### Placed cells, one color a class, run 1

Bar = 20 um. Fill, decap, tap and diode cells in gray.
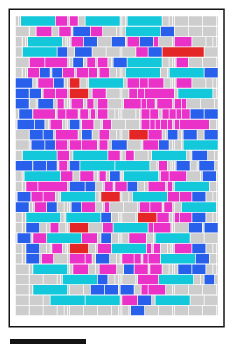
### Clock nets, run 1

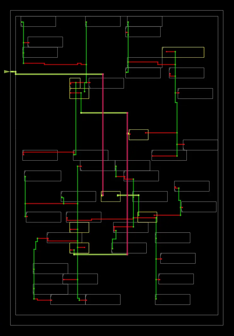
### Met2 routing, run 1

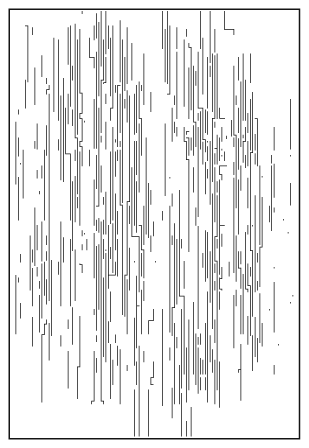
==> config.mk <==
export PLATFORM = sky130hd
export DESIGN_NAME = hazard_fwd_unit
export DESIGN_NICKNAME = d
export VERILOG_FILES = /design/src/rtl/hazard_pkg.sv /design/src/rtl/hazard_match_prio.sv /design/src/rtl/hazard_fwd_unit.sv
export SDC_FILE = /design/constraint.sdc
export NUM_CORES = 1
export LEC_CHECK = 0
export CORE_ASPECT_RATIO = 1.5
export CORE_UTILIZATION = 45
export DETAILED_ROUTE_END_ITERATION = 6
export MAX_ROUTING_LAYER = met4
export PLACE_DENSITY = 0.73
export SLEW_MARGIN = 20
export SYNTH_ARGS = -nofsm -noshare
export SYNTH_HDL_FRONTEND = slang
export SYNTH_SLANG_ARGS = --single-unit
==> constraint.sdc <==
create_clock -name Clk -period 2.1 [get_ports Clk]
set_input_delay 0.42 -clock Clk [delete_from_list [all_inputs] [get_ports Clk]]
set_output_delay 0.42 -clock Clk [all_outputs]
set_load 0.02 [all_outputs]
==> impl_metrics.tcl, run 1 <==
# metrics dict for downstream scripts
set metrics [dict create \
    nonClkBufAreaFrac_pct 24.3 \
    fin_worst_hold_slack_ps 465 \
    effective_utilization_at_floorplan_pct 46.9 \
    violations "setup timing" \
    final_net_count 270 \
    type_of_the_most_critical_hold_path "flop to flop" \
    synth_area_um2 1980 \
    report.power.total_mw 1.61 \
    synth.top_cells.by_count "sky130_fd_sc_hd__dfrtp_1, sky130_fd_sc_hd__xor2_1, sky130_fd_sc_hd__nand4_1" \
    layoutNonFillerInstCount 292 \
    drtIter0Drc 34 \
    crit_fanout 4 \
    data_required_time_of_the_worst_path_ps 1680 \
    rr_worst_depth 7 \
    clockRootBuffer "sky130_fd_sc_hd__clkbuf_8" \
    finalSetupViolCount 2 \
    clock-skew-final_ps 7.44 \
    async_flop_share_pct 100 \
    final_critical_path_setup_slack_ps -46.2 \
    cts-root-to-sink-buffers 2 \
    die_area_um2 4660 \
    max-cap-violations 0 \
    ctsHoldBuffers 0 \
    comb_power_share_pct 12.2 \
    first_global_vias 1838 \
    worst_slew_pin_slew_ps 473 \
    sequential_cell_total 37 \
    drt-vias-per-instance 5.68 \
    enable_flop_cells 0 \
    area.combinational_um2 1060 \
    cts_tree "built" \
    cts-buffers-inserted 5 \
    run_status "complete, but fails checks" \
]
-- 'Placed cells, one color a class' (at the start) --
Key: blue = other buffers and delay cells [cells 74, share of their area 25%]; magenta = all other logic [cells 127, share of their area 38%]; cyan = flip-flops [cells 37, share of their area 33%]; red = clock drivers and dummy loads [cells 8, share of their area 4.3%]
end-of-flow core utilization: 68.2%
final design instance area without fill: 2870 um^2

-- 'Clock nets' (at the start) --
clock buffer count: 6
clk latency late pin: 290 ps
power in the clock group: 0.658 mW
clock sink total: 37

-- 'Met2 routing' (at the start) --
The layer carries 2,890 um of wire. 249 nets have wire on it. The wires run mostly vertical. The longest straight run is 40.1 um. The layer holds 59% of the routed length.
count of vias placed by the detailed router: 1,659
met2 track demand over resource in global routing: 44.5%
total detailed-routing wirelength: 4.91 mm

==> run 1: worst register-to-register path: cells and delay by family (launching register included) <==
family,cells,cell delay [ps]
and+or+nand+nor,4,760
buffers and inverters,1,260
AOI/OAI and AO/OA,1,330
xor gates and xnor gates,1,150
DFF,1,430
==> run 1: layout by cell type, fill, tap and decap left out, types with 4 or more instances in the layout <==
cell                              count
sky130_fd_sc_hd__nand4_1             11
sky130_fd_sc_hd__mux2_2               7
sky130_fd_sc_hd__nor4_2               5
sky130_fd_sc_hd__nor3_1               4
sky130_fd_sc_hd__buf_4               24
sky130_fd_sc_hd__a22o_1               7
sky130_fd_sc_hd__dfrtp_1             36
sky130_fd_sc_hd__buf_6                5
sky130_fd_sc_hd__dlymetal6s2s_1       5
sky130_fd_sc_hd__xor2_1              23
sky130_fd_sc_hd__xnor2_1              6
sky130_fd_sc_hd__clkdlybuf4s50_1     39
sky130_fd_sc_hd__clkbuf_8             6
sky130_fd_sc_hd__nand3_1              4
sky130_fd_sc_hd__nand2_1              9
sky130_fd_sc_hd__nor2_1               5
sky130_fd_sc_hd__mux2_1               4
sky130_fd_sc_hd__nor3_2               4
==> run 1: logic make-up (layout without fill, tap and decap cells) <==
group	Yosys count	after routing	share of synthesized area, %
xor gates and xnor gates	32	32	14.2
buffers and inverters	7	83	2.28
DFF	37	37	46.9
muxes	11	11	6.27
and+or+nand+nor	62	62	21.3
AOI/OAI and AO/OA	20	20	8.49
adders and majority gates	1	1	0.633
==> run 1: routing by layer <==
layer | GRT usage [%] | share of wire (%) | vias up
met1 | 21.2 | 33 | 810
met4 | 12.2 | 3.7 | 0
met2 | 44.5 | 59 | 63
li1 | - | - | 770
met3 | 4.05 | 4.1 | 16
met5 | - | 0 | -
==> run 1 -> run 2 <==
==> constraint.sdc (replaced) <==
create_clock -name Clk -period 2 [get_ports Clk]
set_input_delay 0.4 -clock Clk [delete_from_list [all_inputs] [get_ports Clk]]
set_output_delay 0.4 -clock Clk [all_outputs]
set_load 0.02 [all_outputs]
==> run 2 against run 1 <==
The run still ends with setup timing left. Count of clock-buffer cells in the layout grew 1. Critical path depth grew 2. Final area grew 4.1%. Sequential power grew 4.6%. Critical endpoint is now Stall_ID. Largest cell class unchanged.
==> impl_metrics.tcl, run 2 <==
# metrics dict for downstream scripts
set metrics [dict create \
    clockRootBuffer "sky130_fd_sc_hd__clkbuf_8" \
    run_status "complete, but fails checks" \
    share_of_cells_above_drive_strength_1_pct 32.1 \
    synth_area_um2 1980 \
    route.vias.total 1652 \
    simple_gate_share_pct 21.3 \
    finalSetupViolCount 12 \
    data_required_time_of_the_worst_path_ps 1600 \
    die_area_um2 4660 \
    final_critical_path_setup_slack_ps -157 \
    r2r_slack_ps -140 \
    synth.top_cells.by_count "sky130_fd_sc_hd__dfrtp_1, sky130_fd_sc_hd__xor2_1, sky130_fd_sc_hd__nand4_1" \
    power.density_cell_area_nw_per_um2 558 \
    prevailing_logic_family_in_the_synthesized_netlist "simple AND/OR/NAND/NOR gates" \
    stage_log_warnings 28 \
    fa_ha_area_share_pct 0.633 \
    ctsHoldBuffers 0 \
    type_of_the_most_critical_hold_path "flop to flop" \
    effective_utilization_at_floorplan_pct 46.9 \
    drtIter0Drc 54 \
    crit_fanout 3 \
    report.power.total_mw 1.67 \
    cts-root-to-sink-buffers 2 \
    rr_worst_depth 8 \
    routed_wirelength_mm 4.99 \
    violations "setup timing" \
    fin_worst_hold_slack_ps 448 \
    async_flop_share_pct 100 \
    cts_tree "built" \
    max-cap-violations 0 \
    lay_top_cells "sky130_fd_sc_hd__clkdlybuf4s50_1, sky130_fd_sc_hd__dfrtp_1, sky130_fd_sc_hd__buf_4, sky130_fd_sc_hd__xor2_1, sky130_fd_sc_hd__nand4_1" \
    enable_flop_cells 0 \
    synth_xor_xnor_area_share_pct 14.2 \
    synthAoiAreaFrac_pct 8.49 \
    drt-vias-per-instance 5.54 \
    postLayoutCoreUtil_pct 71.0 \
]
[run 2: cell families (layout without fill, tap and decap cells)]
logic type / after synthesis / after routing
simple gates: 62 / 62
xor+xnor: 32 / 32
fa+ha+maj: 1 / 1
compound gates: 20 / 20
flops: 37 / 37
mux: 11 / 11
buf+inv: 7 / 89
[run 2: area by class of cell]
type	count	area [um^2]	area share [%]
tap	46	57.6	1.93
clock inverter	1	30.0	1.01
sequential	37	928	31.1
clock buffer	7	86.3	2.89
timing repair buffer	80	743	24.9
inverter	1	3.75	0.126
multi-input combinational	126	1140	38.1
[run 2: worst max-delay path, cell delays in order (launching register included)]
cell and delay [ps]:
sky130_fd_sc_hd__dfrtp_2 430, sky130_fd_sc_hd__buf_6 130, sky130_fd_sc_hd__xnor2_2 110, sky130_fd_sc_hd__nand4_1 140, sky130_fd_sc_hd__nor3_2 290, sky130_fd_sc_hd__nor2_2 100, sky130_fd_sc_hd__nor2_4 150, sky130_fd_sc_hd__buf_6 130
[run 2: power by group]
group / switching, mW / internal [mW] / total [mW]
registers: 0.0230 / 0.770 / 0.793
logic: 0.0921 / 0.123 / 0.215
clock network: 0.253 / 0.406 / 0.659
total: 0.368 / 1.30 / 1.67
[run 2: repair_timing]
| action | in CTS | in global routing |
|---|---|---|
| gates cloned | 0 | 0 |
| pin swaps | 10 | 10 |
| setup buffers | 7 | 2 |
| endpoints found under the setup margin | 26 | 27 |
| resized | 33 | 14 |
[run 2: metal layers]
| layer | vias up | part of all wire [%] | GRT usage [%] |
|---|---|---|---|
| met3 | 12 | 3.1 | 2.96 |
| met4 | 0 | 2.5 | 9.09 |
| met2 | 49 | 58 | 41.6 |
| met1 | 805 | 36 | 22.7 |
| met5 | - | 0 | - |
| li1 | 786 | - | - |
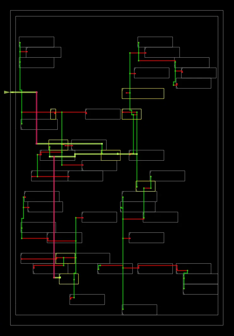
*Clock nets, run 2*
Post-Route Skew: 5.15 ps
CTS Buf Count: 5
Seq Cell Count: 37
clk latency late pin: 280 ps

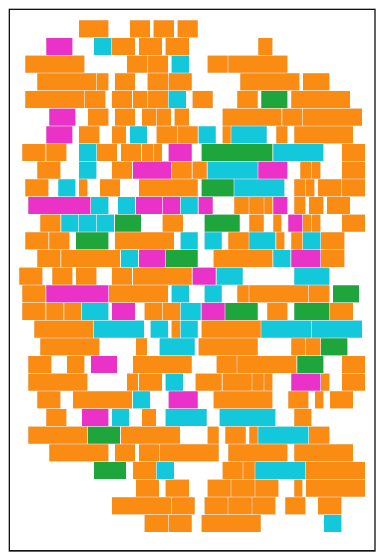
*Cell sizes after repair, run 2*
Key: green = drive 6 and up [cells 14, share 5.6%]; orange = drive 1 or less [cells 171, share 68%]; magenta = drive 2 [cells 22, share 8.7%]; cyan = drive 3 to 4 [cells 45, share 18%]
layout buffer count excluding clock buffers: 80
final design instance area without fill: 2990 um^2
min setup slack post-route: -157 ps
Area Overhead vs Synth: 51.2%

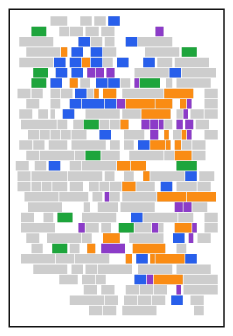
*Selected gate families, run 2*
Key: orange = NOR gates [cells 31]; green = multiplexers [cells 11]; purple = NAND gates [cells 25]; blue = XOR/XNOR gates [cells 32]
logic share of the area: 38.1%
leading cell type in the layout, fill and taps excluded: sky130_fd_sc_hd__clkdlybuf4s50_1
Layout Cells excl Fill: 298

No activity file was given, so power comes from the tool's default toggle rates.
